Figure 1. Congestion heat map (run 1).
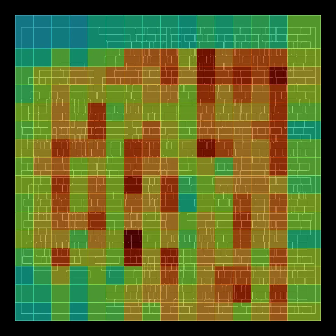
Figure 2. Wiring heat map (run 1).
The die is cut into 23 by 23 equal tiles; white is low, dark blue is high, scaled to the fullest tile. Values are wire area over tile area, all layers added.
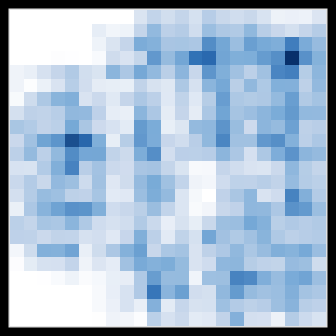
Figure 3. Layout detail (run 1).
The bar under the picture is 5 um long. Region (77, 77) to (97, 97) um. Cells in grey, sequential cells in the stronger grey; small squares are vias.
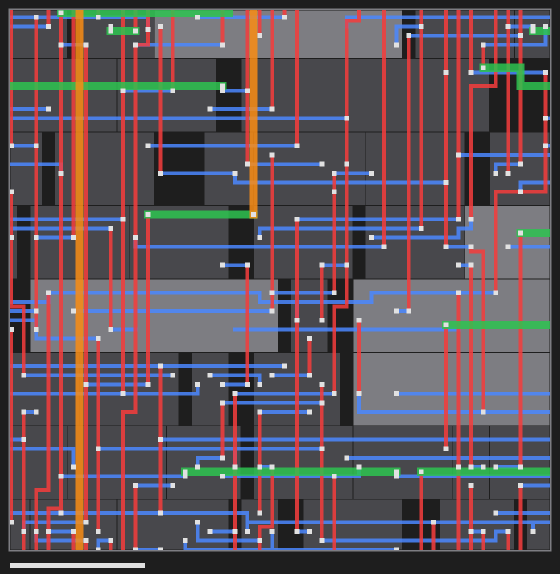
==> src/rtl/regfile_pkg.sv <==
// Shared definitions for the register-file scrub arbiter: FSM state codes,
// ECC status codes reported by the register file, and requester indices.
package regfile_pkg;

    // FSM state encoding (kept as plain constants for legacy tool flows)
    typedef logic [1:0] state_t;
    localparam state_t ST_IDLE     = 2'b00;
    localparam state_t ST_ACCESS   = 2'b01;
    localparam state_t ST_SCRUB_RD = 2'b10;
    localparam state_t ST_SCRUB_WR = 2'b11;

    // ECC result returned alongside rf_ready_i; 2'b11 is handled like UNCORR
    typedef logic [1:0] ecc_status_t;
    localparam ecc_status_t ECC_CLEAN  = 2'b00;
    localparam ecc_status_t ECC_CORR   = 2'b01;
    localparam ecc_status_t ECC_UNCORR = 2'b10;

    // Requester indices into req_i / we_i / ack_o and the packed address/data buses
    localparam int REQ_WB = 0;
    localparam int REQ_LA = 1;

    // Any status other than CLEAN is an ECC event worth counting
    function automatic logic ecc_is_event(input ecc_status_t status);
        return status != ECC_CLEAN;
    endfunction

    // Bit 1 set covers both UNCORR and the reserved 2'b11 code
    function automatic logic ecc_is_uncorr(input ecc_status_t status);
        return status[1];
    endfunction

endpackage

==> src/rtl/rr_arbiter2.sv <==
// Two-requester round-robin arbiter. On a tie the requester that was not
// granted most recently wins; after reset requester 0 is favoured.
module rr_arbiter2
    import regfile_pkg::*;
(
    input  logic       clk_i,
    input  logic       rst_i,
    input  logic [1:0] req_i,
    input  logic       accept_i,
    output logic [1:0] gnt_o,
    output logic       gnt_idx_o
);

    logic prefer_q;
    logic prefer_d;
    logic idx;

    // Pick the winner for this cycle and the favoured requester for the next tie
    always_comb begin
        idx = 1'b0;
        if (req_i == 2'b11) begin
            idx = prefer_q;
        end else if (req_i[REQ_LA]) begin
            idx = 1'b1;
        end
        gnt_o     = (req_i != 2'b00) ? (idx ? 2'b10 : 2'b01) : 2'b00;
        gnt_idx_o = idx;
        prefer_d  = prefer_q;
        if (accept_i && (req_i != 2'b00)) begin
            prefer_d = ~idx;
        end
    end

    // Remember which requester gets priority on the next tie
    always_ff @(posedge clk_i or posedge rst_i) begin
        if (rst_i) begin
            prefer_q <= 1'b0;
        end else begin
            prefer_q <= prefer_d;
        end
    end

endmodule

==> src/rtl/regfile_scrub_arbiter.sv <==
// Arbitrates wishbone and logic-analyzer accesses onto a single ECC-protected
// register-file port, and fills idle time with background scrub reads that
// write back corrected words. Tracks ECC events and a sticky uncorrectable flag.
//
// state        | meaning
// -------------+-------------------------------------------------------------
// ST_IDLE      | no transaction; arbitrate requests or count toward a scrub
// ST_ACCESS    | requester transaction outstanding, waiting for rf_ready_i
// ST_SCRUB_RD  | scrub read of scrub_ptr outstanding
// ST_SCRUB_WR  | write-back of the corrected scrub word outstanding
module regfile_scrub_arbiter
    import regfile_pkg::*;
#(
    parameter int WORD_SIZE      = 32,
    parameter int REGISTERS      = 32,
    parameter int REGDIRSIZE     = 5,
    parameter int COUNTERSIZE    = 32,
    parameter int SCRUB_INTERVAL = 16
) (
    input  logic                    clk_i,
    input  logic                    rst_i,
    input  logic [1:0]              req_i,
    input  logic [1:0]              we_i,
    input  logic [2*REGDIRSIZE-1:0] addr_i,
    input  logic [2*WORD_SIZE-1:0]  wdata_i,
    output logic [1:0]              ack_o,
    output logic [WORD_SIZE-1:0]    rdata_o,
    output logic                    rf_valid_o,
    output logic                    rf_we_o,
    output logic [REGDIRSIZE-1:0]   rf_addr_o,
    output logic [WORD_SIZE-1:0]    rf_wdata_o,
    input  logic [WORD_SIZE-1:0]    rf_rdata_i,
    input  logic                    rf_ready_i,
    input  logic [1:0]              rf_status_i,
    input  logic                    scrub_en_i,
    output logic [COUNTERSIZE-1:0]  err_count_o,
    output logic                    uncorr_o
);

    localparam int IDLE_W = $clog2(SCRUB_INTERVAL + 1);
    localparam logic [IDLE_W-1:0]     IDLE_LAST = IDLE_W'(SCRUB_INTERVAL - 1);
    localparam logic [REGDIRSIZE-1:0] PTR_LAST  = REGDIRSIZE'(REGISTERS - 1);

    state_t                  state_q,     state_d;
    logic                    rf_valid_q,  rf_valid_d;
    logic                    rf_we_q,     rf_we_d;
    logic [REGDIRSIZE-1:0]   rf_addr_q,   rf_addr_d;
    logic [WORD_SIZE-1:0]    rf_wdata_q,  rf_wdata_d;
    logic [1:0]              ack_q,       ack_d;
    logic [WORD_SIZE-1:0]    rdata_q,     rdata_d;
    logic                    gnt_idx_q,   gnt_idx_d;
    logic [IDLE_W-1:0]       idle_cnt_q,  idle_cnt_d;
    logic [REGDIRSIZE-1:0]   scrub_ptr_q, scrub_ptr_d;
    logic [COUNTERSIZE-1:0]  err_cnt_q,   err_cnt_d;
    logic                    uncorr_q,    uncorr_d;

    logic       grant_accept;
    logic [1:0] arb_gnt;
    logic       arb_idx;
    logic       rf_done;

    rr_arbiter2 u_rr_arbiter2 (
        .clk_i     (clk_i),
        .rst_i     (rst_i),
        .req_i     (req_i),
        .accept_i  (grant_accept),
        .gnt_o     (arb_gnt),
        .gnt_idx_o (arb_idx)
    );

    // Completion only counts for a transaction we actually have outstanding
    assign rf_done = rf_valid_q && rf_ready_i;

    // Next-state, transaction fields, scrub bookkeeping and ECC event tracking
    always_comb begin
        state_d      = state_q;
        rf_valid_d   = rf_valid_q;
        rf_we_d      = rf_we_q;
        rf_addr_d    = rf_addr_q;
        rf_wdata_d   = rf_wdata_q;
        ack_d        = 2'b00;
        rdata_d      = rdata_q;
        gnt_idx_d    = gnt_idx_q;
        idle_cnt_d   = idle_cnt_q;
        scrub_ptr_d  = scrub_ptr_q;
        err_cnt_d    = err_cnt_q;
        uncorr_d     = uncorr_q;
        grant_accept = 1'b0;

        if (rf_done && ecc_is_event(rf_status_i)) begin
            if (err_cnt_q != {COUNTERSIZE{1'b1}}) begin
                err_cnt_d = err_cnt_q + COUNTERSIZE'(1);
            end
            if (ecc_is_uncorr(rf_status_i)) begin
                uncorr_d = 1'b1;
            end
        end

        case (state_q)
            ST_IDLE: begin
                if (arb_gnt != 2'b00) begin
                    grant_accept = 1'b1;
                    gnt_idx_d    = arb_idx;
                    rf_valid_d   = 1'b1;
                    rf_we_d      = arb_idx ? we_i[REQ_LA] : we_i[REQ_WB];
                    rf_addr_d    = arb_idx ? addr_i[2*REGDIRSIZE-1:REGDIRSIZE]
                                           : addr_i[REGDIRSIZE-1:0];
                    rf_wdata_d   = arb_idx ? wdata_i[2*WORD_SIZE-1:WORD_SIZE]
                                           : wdata_i[WORD_SIZE-1:0];
                    idle_cnt_d   = '0;
                    state_d      = ST_ACCESS;
                end else if (!scrub_en_i) begin
                    idle_cnt_d = '0;
                end else if (idle_cnt_q == IDLE_LAST) begin
                    idle_cnt_d = '0;
                    rf_valid_d = 1'b1;
                    rf_we_d    = 1'b0;
                    rf_addr_d  = scrub_ptr_q;
                    state_d    = ST_SCRUB_RD;
                end else begin
                    idle_cnt_d = idle_cnt_q + IDLE_W'(1);
                end
            end

            ST_ACCESS: begin
                if (rf_ready_i) begin
                    rf_valid_d = 1'b0;
                    rf_we_d    = 1'b0;
                    rdata_d    = rf_rdata_i;
                    ack_d      = gnt_idx_q ? 2'b10 : 2'b01;
                    state_d    = ST_IDLE;
                end
            end

            ST_SCRUB_RD: begin
                if (rf_ready_i) begin
                    if (rf_status_i == ECC_CORR) begin
                        // Keep the port busy and turn straight into the write-back
                        rf_we_d    = 1'b1;
                        rf_wdata_d = rf_rdata_i;
                        state_d    = ST_SCRUB_WR;
                    end else begin
                        rf_valid_d  = 1'b0;
                        scrub_ptr_d = (scrub_ptr_q == PTR_LAST) ? '0
                                      : scrub_ptr_q + REGDIRSIZE'(1);
                        state_d     = ST_IDLE;
                    end
                end
            end

            ST_SCRUB_WR: begin
                if (rf_ready_i) begin
                    rf_valid_d  = 1'b0;
                    rf_we_d     = 1'b0;
                    scrub_ptr_d = (scrub_ptr_q == PTR_LAST) ? '0
                                  : scrub_ptr_q + REGDIRSIZE'(1);
                    state_d     = ST_IDLE;
                end
            end

            default: begin
                rf_valid_d = 1'b0;
                rf_we_d    = 1'b0;
                state_d    = ST_IDLE;
            end
        endcase
    end

    // State and output registers; reset aborts any outstanding transaction
    always_ff @(posedge clk_i or posedge rst_i) begin
        if (rst_i) begin
            state_q     <= ST_IDLE;
            rf_valid_q  <= 1'b0;
            rf_we_q     <= 1'b0;
            rf_addr_q   <= '0;
            rf_wdata_q  <= '0;
            ack_q       <= 2'b00;
            rdata_q     <= '0;
            gnt_idx_q   <= 1'b0;
            idle_cnt_q  <= '0;
            scrub_ptr_q <= '0;
            err_cnt_q   <= '0;
            uncorr_q    <= 1'b0;
        end else begin
            state_q     <= state_d;
            rf_valid_q  <= rf_valid_d;
            rf_we_q     <= rf_we_d;
            rf_addr_q   <= rf_addr_d;
            rf_wdata_q  <= rf_wdata_d;
            ack_q       <= ack_d;
            rdata_q     <= rdata_d;
            gnt_idx_q   <= gnt_idx_d;
            idle_cnt_q  <= idle_cnt_d;
            scrub_ptr_q <= scrub_ptr_d;
            err_cnt_q   <= err_cnt_d;
            uncorr_q    <= uncorr_d;
        end
    end

    assign ack_o       = ack_q;
    assign rdata_o     = rdata_q;
    assign rf_valid_o  = rf_valid_q;
    assign rf_we_o     = rf_we_q;
    assign rf_addr_o   = rf_addr_q;
    assign rf_wdata_o  = rf_wdata_q;
    assign err_count_o = err_cnt_q;
    assign uncorr_o    = uncorr_q;

endmodule

==> config.mk <==
export PLATFORM = sky130hd
export DESIGN_NAME = regfile_scrub_arbiter
export DESIGN_NICKNAME = d
export VERILOG_FILES = /design/src/rtl/regfile_pkg.sv /design/src/rtl/rr_arbiter2.sv /design/src/rtl/regfile_scrub_arbiter.sv
export SDC_FILE = /design/constraint.sdc
export NUM_CORES = 1
export LEC_CHECK = 0
export CORE_MARGIN = 2
export CORE_UTILIZATION = 46
export DETAILED_ROUTE_END_ITERATION = 12
export GPL_TIMING_DRIVEN = 1
export PLACE_DENSITY = 0.83
export SLEW_MARGIN = 20
export SYNTH_ARGS = -nofsm -noshare
export SYNTH_HDL_FRONTEND = slang
export SYNTH_SLANG_ARGS = --single-unit
==> constraint.sdc <==
create_clock -name clk_i -period 10.1 [get_ports clk_i]
set_clock_uncertainty 0.2 [all_clocks]
set_input_delay 2.02 -clock clk_i [delete_from_list [all_inputs] [get_ports clk_i]]
set_output_delay 2.02 -clock clk_i [all_outputs]
set_load 0.05 [all_outputs]
==> impl_metrics.csv, run 1 <==
group,metric,value,unit
critical_path,endpoint_kind,"flip-flop",
critical_path,crit_chain,"clkdlybuf4s50_1 -> o211ai_1 -> a31oi_1 -> nand4_1 -> xnor2_1",
sta,rsz0062_at_grt,"false",
place,gp_congestion,0.891,
power_and_ir_drop,p_seq_share,27.8,%
finish,syn_to_final_growth,51.7,%
sta,setup_ws,5.86,ns
routing,drt-initial-drc-count,429,
clocking,cts_made_buffers,17,
floorplanning,ios,222,
finish,buffers_excl_clock,226,
power_and_ir_drop,p_switching,1.22,mW
yosys,xor_share,4.39,%
finish,top_area_cell_class,"flip-flops and latches",
floorplanning,rows,40,
yosys,topCellsByArea,"dfrtp_1 52%, mux2_2 7.6%, nand2_1 6.4%",
place,placed_cells,930,
sta,drv_slew,0,
power_and_ir_drop,finalPower,2.77,mW
worst_hold_path,hold_path_class,"flip-flop to flip-flop",
clocking,htreeDepth,4,
finish,layout_top_cells,"221 x clkdlybuf4s50_1, 120 x dfrtp_1, 97 x nand2_1",
critical_path,r2r_end,"err_count_o[29]",
finish,flop_area,3000,um^2
sta,finalSetupViolCount,0,
grt,antenna_found_initial,0,
sta,hold_slack,0.253,ns
finish,layout_top_cell,"clkdlybuf4s50_1",
finish,n_sequential_cell,120,
sta,fmax,0.236,GHz
power_and_ir_drop,comb_power_share,49.9,%
grt,grt_use_met3,7.37,%
place,io_buffers,221,
clocking,cts-root-buf,"clkbuf_16",
yosys,simple_gate_share,18.4,%
sta,hold_violations,0,
floorplanning,dieArea,13500,um^2
yosys,yosys.cell_types.count,44,
grt,grt_pass1_vias,5497,
critical_path,worst-path-max-fanout,13,
routing,postRouteAntennaNets,0,
yosys,syn_nets,689,
floorplanning,tapCellCount,168,
sta,setup_tns,0,ns
yosys,ys.flops,120,
place,place_ws,5.47,ns
critical_path,ff2ff_path_depth,6,
power_and_ir_drop,power_leader,"combinational cells",
grt,overflow,0,
run,cap_violations,0,
power_and_ir_drop,switching_share,44.1,%
yosys,ys_cells,569,
worst_hold_path,hold_depth,1,
status,status,"complete, no violations",
yosys,yosysTopAreaCellShare,51.9,%
critical_path,critPathMaxStageDelay,0.89,ns
finish,fillCellCount,838,
floorplanning,fp_util,47.5,%
critical_path,worstSetupPathType,"input pin to flip-flop",
routing,dr.pass1.iters,5,
yosys,logic_family,"simple AND/OR/NAND/NOR gates",
yosys,ys_sh_adder,0.866,%
critical_path,cp-start-kind,"input pin",
critical_path,r2r-start,"err_count_o[0]",
yosys,netlist_area,5780,um^2
clocking,cts_tree,"yes",
yosys,top_area_cell,"dfrtp_1",
grt,grt_pass1_wl,27900,um
finish,clkCellAreaFrac,6.93,%
yosys,async_flop_share,100,%
floorplanning,die.size.y,116,um
power_and_ir_drop,leakagePower,3.82,nW
place,placed_area,8120,um^2
sta,finalCritPeriodShare,42.0,%
power_and_ir_drop,clkPwrFrac,22.3,%
finish,nNonClkInverters,5,
yosys,synth.most_common_cell,"dfrtp_1",
yosys,ff_type,"dfrtp_1",
clocking,clk_pin_slew,0.06,ns
grt,grt_max_degree,81,
sta,period_minus_slack,4.24,ns
finish,utilization,72.1,%
## Picture notes: Figure 1
GRT Overall Usage: 26.6%
met2 Usage GRT: 45.5%
WL/cell: 18.6 um
met1 Use GR: 31.7%

## Picture notes: Figure 2
mean over tiles: 0.22
nearly empty tiles: 10%
fullest tile: 0.75
tiles over half the peak: 11%
densest ninth of the die: north-east
Via Count: 5453
routed wire length: 18000 um

## Picture notes: Figure 3
| colour | layer |
|---|---|
| green | metal 3 |
| red | metal 2 |
| blue | metal 1 |
| orange | metal 4 |
netlist names of flops here include: `rdata_o` (3), `rf_wdata_o` (1)
cells with their middle in the window: 36
most frequent: clkdlybuf4s50_1 (16), nand2_1 (4), dfrtp_1 (4)
sequential cells in the window: 4

## run 1: worst max path at each step
stage          depth (start not counted)  slack (ns)              end
3_5_place_dp                           5        5.47  err_count_o[29]
4_1_cts                                5        5.90  err_count_o[12]
3_3_place_gp                           5        5.54  err_count_o[29]
5_1_grt                                5        5.70  err_count_o[27]
2_1_floorplan                          1        4.69         ack_o[0]
6_report                               5        5.86  err_count_o[29]
## run 1: worst max-delay path, delay by kind of cell
kind	cells	cell delay (ns)
AOI/OAI and AO/OA	2	1.24
xor gates and xnor gates	1	0.19
buffers and inverters	1	0.65
and+or+nand+nor	1	0.25
## run 1: flip-flops by register name, summed over array words and instances (netlist names), 2 cells and up
name         flops
err_count_o     32
state_q          2
rdata_o         32
rf_addr_o        5
scrub_ptr_q      5
idle_cnt_q       5
rf_wdata_o      32
ack_o            2
--- run 2 (diff from run 1) ---
--- a/config.mk
+++ b/config.mk
@@ -6,10 +6,10 @@
 export NUM_CORES = 1
 export LEC_CHECK = 0
 export CORE_MARGIN = 2
-export CORE_UTILIZATION = 46
+export CORE_UTILIZATION = 40
 export DETAILED_ROUTE_END_ITERATION = 12
 export GPL_TIMING_DRIVEN = 1
-export PLACE_DENSITY = 0.83
+export PLACE_DENSITY = 0.77
 export SLEW_MARGIN = 20
 export SYNTH_ARGS = -nofsm -noshare
 export SYNTH_HDL_FRONTEND = slang
==> constraint.sdc (replaced) <==
create_clock -name clk_i -period 3.9 [get_ports clk_i]
set_clock_uncertainty 0.2 [all_clocks]
set_input_delay 0.78 -clock clk_i [delete_from_list [all_inputs] [get_ports clk_i]]
set_output_delay 0.78 -clock clk_i [all_outputs]
set_load 0.05 [all_outputs]
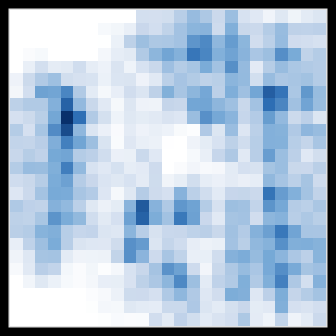
Figure 4: run 2, wiring heat map.
The die is cut into 25 by 25 equal tiles; white is low, dark blue is high, scaled to the fullest tile. Values are wire area over tile area, all layers added.
fullest tile: 0.72
mean over tiles: 0.19
tiles over half the peak: 10%
nearly empty tiles: 9.8%
GRT Overall Usage: 23.5%
Via Count: 5467

==> run 2 against run 1 <==
Total power went up to 2.6 times the previous value. Synthesized cell count is the same. Flip-flop count stayed put. Via count rose by 0.26%. Register-to-register slack lost 6.1 ns. Clock power went up to 2.7 times the previous value. Utilization fell by 9.2 points. Global-route usage down 3.1 points. Area after synthesis unchanged. Sequential share of layout area shrank 0.13 points. Sequential power increased to 2.6 times the previous value. Hold slack worse by 0.019 ns. Critical path type unchanged. Largest power group unchanged.
==> impl_metrics.csv, run 2 <==
group,metric,value,unit
yosys,yosysWarnings,0,
yosys,simple_gate_share,18.4,%
routing,drt_wl_total,18100,um
sta,setup_tns,0,ns
critical_path,cp-start-kind,"input pin",
critical_path,arrival,2.92,ns
floorplanning,tapCellCount,180,
critical_path,critPathMaxStageDelay,0.68,ns
critical_path,endpoint_kind,"flip-flop",
finish,syn_to_final_growth,52.3,%
place,place_ws,0.688,ns
power_and_ir_drop,finalPower,7.21,mW
routing,via_per_inst,5.61,
yosys,ff_type,"dfrtp_1",
critical_path,crit_slowest_cell,"clkdlybuf4s50_1",
power_and_ir_drop,comb_power_share,49.4,%
finish,n_sequential_cell,120,
run,cap_violations,0,
yosys,top_area_cell,"dfrtp_1",
yosys,synth.most_common_cell,"dfrtp_1",
critical_path,worstSetupPathType,"input pin to flip-flop",
finish,buffers_excl_clock,227,
yosys,ys.flops,120,
yosys,topCellsByArea,"dfrtp_1 52%, mux2_2 7.6%, nand2_1 6.4%",
sta,drv_slew,0,
sta,hold_violations,0,
routing,dr.pass1.iters,5,
power_and_ir_drop,p_seq_share,27.7,%
floorplanning,ios,222,
finish,layout_top_cell,"clkdlybuf4s50_1",
power_and_ir_drop,clkPwrFrac,22.9,%
grt,grt_max_degree,121,
finish,sh_comb_area,30.1,%
yosys,avgSynthCellArea,10.2,um^2
place,placed_area,8180,um^2
finish,final_nets,903,
clocking,cts-root-buf,"clkbuf_16",
critical_path,worst-path-max-fanout,9,
yosys,xor_share,4.39,%
finish,utilization,62.9,%
yosys,yosysTopAreaCellShare,51.9,%
sta,rsz0062_at_grt,"false",
sta,finalCritPeriodShare,71.6,%
floorplanning,fp_util,41.3,%
grt,overflow,0,
critical_path,r2r-start,"err_count_o[11]",
finish,instances_no_fill,975,
finish,layout_top_cells,"221 x clkdlybuf4s50_1, 120 x dfrtp_1, 97 x nand2_1",
place,placed_cells,944,
worst_hold_path,hold_depth,1,
critical_path,crit_chain,"clkdlybuf4s50_1 -> o211ai_1 -> nor2_1 -> o2111ai_1 -> nor2_1 -> xor2_1",
routing,postRouteAntennaNets,0,
sta,finalSetupViolCount,0,
grt,antenna_found_initial,1,
sta,period_minus_slack,2.79,ns
critical_path,ff2ff_path_depth,5,
yosys,logic_family,"simple AND/OR/NAND/NOR gates",
finish,fillCellCount,1069,
clocking,clockBufferDepth,2,
floorplanning,core-area,14000,um^2
finish,clkbuf_count,21,
clocking,htreeDepth,4,
critical_path,r2r_end,"err_count_o[31]",
floorplanning,rows,43,
power_and_ir_drop,power_leader,"combinational cells",
finish,comb_cells,412,
critical_path,crit_buf_inv,1,
finish,nNonClkInverters,5,
yosys,ys_cells,569,
finish,drive_gt1_share,11.5,%
yosys,ys_sh_adder,0.866,%
critical_path,crit_top_cell,"nor2_1",
routing,wl_per_cell,18.6,um
sta,fmax,0.358,GHz
yosys,syn_nets,689,
routing,drt-initial-drc-count,388,
finish,top_area_cell_class,"flip-flops and latches",
yosys,yosys.cell_types.count,44,
status,status,"complete, no violations",
power_and_ir_drop,p_per_area,819,nW/um^2
sta,setup_ws,1.11,ns
finish,flop_area,3000,um^2
place,io_buffers,221,
sta,hold_slack,0.234,ns
floorplanning,die.size.y,124,um
power_and_ir_drop,leakagePower,3.84,nW
finish,buffer_area_share,25.9,%
power_and_ir_drop,p_switching,3.13,mW
place,gp_congestion,0.893,
clocking,clk_pin_slew,0.06,ns
yosys,async_flop_share,100,%
critical_path,crit_family,"buffers and inverters",
clocking,cts_made_buffers,17,
power_and_ir_drop,p_seq,2.00,mW
floorplanning,dieArea,15400,um^2
finish,comb_area,2650,um^2
worst_hold_path,hold_path_class,"flip-flop to flip-flop",
yosys,netlist_area,5780,um^2
grt,grt_pass1_wl,29300,um
clocking,cts_tree,"yes",
grt,grt_pass1_vias,5534,
finish,clkCellAreaFrac,7.02,%
power_and_ir_drop,switching_share,43.4,%
## run 2: worst max path at each step
stage	slack (ns)	cells past startpoint	from	endpoint
6_report	1.11	6	rf_ready_i	err_count_o[30]
5_1_grt	0.95	7	req_i[0]	rf_wdata_o[31]
4_1_cts	1.12	7	req_i[0]	rf_wdata_o[19]
3_5_place_dp	0.69	7	req_i[0]	rf_wdata_o[29]
3_3_place_gp	0.78	7	req_i[0]	rf_wdata_o[19]
2_1_floorplan	1.41	7	err_count_o[0]	err_count_o[18]
## run 2: routing by layer
metal	wire (um)	global-route usage, %
met5	0	0
met4	433	6.94
met3	1320	6.71
met2	8820	39.4
met1	7550	29.7
--- run 3 (diff from run 2) ---
==> constraint.sdc (replaced) <==
create_clock -name clk_i -period 2.56 [get_ports clk_i]
set_clock_uncertainty 0.2 [all_clocks]
set_input_delay 0.512 -clock clk_i [delete_from_list [all_inputs] [get_ports clk_i]]
set_output_delay 0.512 -clock clk_i [all_outputs]
set_load 0.05 [all_outputs]
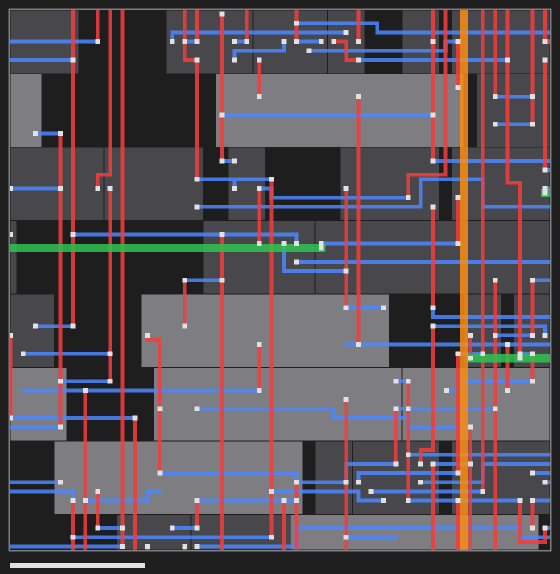
Figure 5: run 3, layout detail.
The bar under the picture is 5 um long. Region (83, 83) to (103, 103) um. Cells in grey, sequential cells in the stronger grey; small squares are vias.
| colour | layer |
|---|---|
| red | metal 2 |
| orange | metal 4 |
| green | metal 3 |
| blue | metal 1 |
most frequent: clkdlybuf4s50_1 (5), dfrtp_1 (5), mux2_2 (3)
cells with their middle in the window: 22
sequential cells in the window: 5
netlist names of flops here include: `rf_wdata_o` (3), `rdata_o` (2)

==> run 3 against run 2 <==
First-iteration DRC count shrank 16%. Worst setup slack lost 1.0 ns. Via count grew 0.31%. Sequential share of layout area shrank 0.30 points. Non-clock buffer count grew 14. Cell count grew 1.4%. Critical path depth shrank 5. Flip-flop count is the same. Die area is the same. Total power grew 49%. Wire length shrank 0.87%. Synthesized cell count is the same. Critical path type is now flip-flop to primary output. Largest cell class unchanged. Highest routed layer unchanged.
==> impl_metrics.csv, run 3 <==
group,metric,value,unit
clocking,htreeDepth,4,
floorplanning,ios,222,
power_and_ir_drop,clkPwrFrac,20.5,%
power_and_ir_drop,p_per_area,1210,nW/um^2
yosys,async_flop_share,100,%
finish,layout_top_cells,"221 x clkdlybuf4s50_1, 120 x dfrtp_1, 97 x nand2_1",
routing,wl_met1,7350,um
critical_path,crit_chain,"clkdlybuf4s50_1",
finish,n_sequential_cell,120,
yosys,ys.flops,120,
routing,drt_wl_total,18000,um
yosys,syn_nets,689,
critical_path,worst-path-max-fanout,6,
grt,grt_pass1_vias,5518,
finish,utilization,63.5,%
floorplanning,fp_util,41.3,%
run,cap_violations,0,
finish,clkCellAreaFrac,6.18,%
critical_path,critPathMaxStageDelay,0.87,ns
yosys,ys_sh_adder,0.866,%
yosys,yosys.cell_types.count,44,
critical_path,ff2ff_path_depth,7,
finish,syn_to_final_growth,53.7,%
yosys,synth.most_common_cell,"dfrtp_1",
yosys,topCellsByArea,"dfrtp_1 52%, mux2_2 7.6%, nand2_1 6.4%",
critical_path,arrival,1.77,ns
yosys,avgSynthCellArea,10.2,um^2
sta,setup_ws,0.0815,ns
finish,final_nets,917,
routing,route.met2.wl,8810,um
clocking,clockBufferDepth,2,
yosys,simple_gate_share,18.4,%
sta,period_minus_slack,2.48,ns
finish,instances_no_fill,989,
yosys,top_area_cell,"dfrtp_1",
finish,flop_area,3000,um^2
clocking,cts-root-buf,"clkbuf_16",
routing,wl_per_cell,18.2,um
routing,wl_met3,1340,um
yosys,yosys_area,5780,um^2
routing,num_vias,5484,
sta,fmax,0.403,GHz
routing,postRouteAntennaNets,0,
critical_path,crit_family,"buffers and inverters",
finish,layout_top_cell,"clkdlybuf4s50_1",
grt,met1_usage,29.9,%
clocking,clk_pin_slew,0.05,ns
routing,top_layer,"met4",
place,io_buffers,221,
finish,comb_cells,412,
yosys,netlist_area,5780,um^2
critical_path,crit_slowest_cell,"clkdlybuf4s50_1",
critical_path,worstSetupPathType,"flip-flop to primary output",
critical_path,path_depth,1,
floorplanning,dieArea,15400,um^2
power_and_ir_drop,power_leader,"combinational cells",
critical_path,critPathCapture,"err_count_o[5]",
yosys,ys_cells,569,
floorplanning,die.size.y,124,um
power_and_ir_drop,finalPower,10.8,mW
grt,antenna_found_initial,0,
sta,slew_headroom,56.5,%
finish,drive_gt1_share,13.0,%
finish,comb_area,2650,um^2
routing,dr.pass1.iters,4,
critical_path,endpoint_kind,"primary output",
sta,finalCritPeriodShare,96.8,%
grt,groute.usage.overall,23.5,%
place,placed_cells,958,
sta,rsz0062_at_grt,"false",
yosys,logic_family,"simple AND/OR/NAND/NOR gates",
critical_path,crit_buf_inv,1,
run,warnings,26,
finish,nNonClkInverters,5,
clocking,ctsHoldBuffers,0,
yosys,xor_share,4.39,%
worst_hold_path,hold_path_class,"flip-flop to flip-flop",
critical_path,cp-start-kind,"flip-flop",
finish,buffers_excl_clock,241,
critical_path,startpoint,"err_count_o[5]",
place,placed_area,8330,um^2
grt,grt_use_met3,6.54,%
floorplanning,core-area,14000,um^2
status,status,"complete, no violations",
place,gp_congestion,0.894,
grt,overflow,0,
yosys,ff_type,"dfrtp_1",
yosys,yosysTopAreaCellShare,51.9,%
critical_path,r2r_end,"err_count_o[30]",
power_and_ir_drop,p_seq_share,28.2,%
place,place_ws,0.0869,ns
floorplanning,rows,43,
sta,finalSetupViolCount,0,
grt,grt_pass1_wl,29300,um
power_and_ir_drop,p_seq,3.04,mW
grt,top_usage_layer,"met2",
clocking,cts_tree,"yes",
finish,buffer_area_share,27.4,%
finish,sh_comb_area,29.8,%
routing,via_per_inst,5.54,
sta,setup_tns,0,ns
grt,grt_max_degree,66,
finish,fillCellCount,1092,
power_and_ir_drop,powerComb,5.53,mW
critical_path,r2r-start,"err_count_o[1]",
floorplanning,tapCellCount,180,
finish,clkbuf_count,22,
floorplanning,die_w,124,um
clocking,cts_made_buffers,17,
sta,hold_violations,0,
sta,drv_slew,0,
power_and_ir_drop,p_switching,4.76,mW
grt,use_met2,38.6,%
power_and_ir_drop,leakagePower,3.89,nW
yosys,yosysWarnings,0,
power_and_ir_drop,comb_power_share,51.3,%
finish,top_area_cell_class,"flip-flops and latches",
routing,drt-initial-drc-count,324,
sta,hold_slack,0.234,ns
power_and_ir_drop,switching_share,44.2,%
run 3: cell counts after synthesis:
Identical to the previous run, type by type.
run 3: cell families (layout without fill, tap and decap cells):
| family | count (synthesis) | in the layout |
|---|---|---|
| AND/OR/NAND/NOR | 225 | 225 |
| flip-flops | 120 | 120 |
| AND-OR/OR-AND | 115 | 115 |
| multiplexers | 39 | 39 |
| buffers and inverters | 37 | 277 |
| XOR/XNOR | 29 | 29 |
| adder cells (fa/ha/maj) | 4 | 4 |
run 3: worst min path at each step:
stage                           to  slack, ns  cells past startpoint
final                     ack_o[0]       0.23                      1
after global routing      ack_o[0]       0.27                      1
after CTS                 ack_o[0]       0.24                      1
after detailed placement  ack_o[0]       0.21                      1
after global placement    ack_o[0]       0.22                      1
after floorplan           ack_o[0]       0.20                      1
Power and IR drop assume default switching activity.
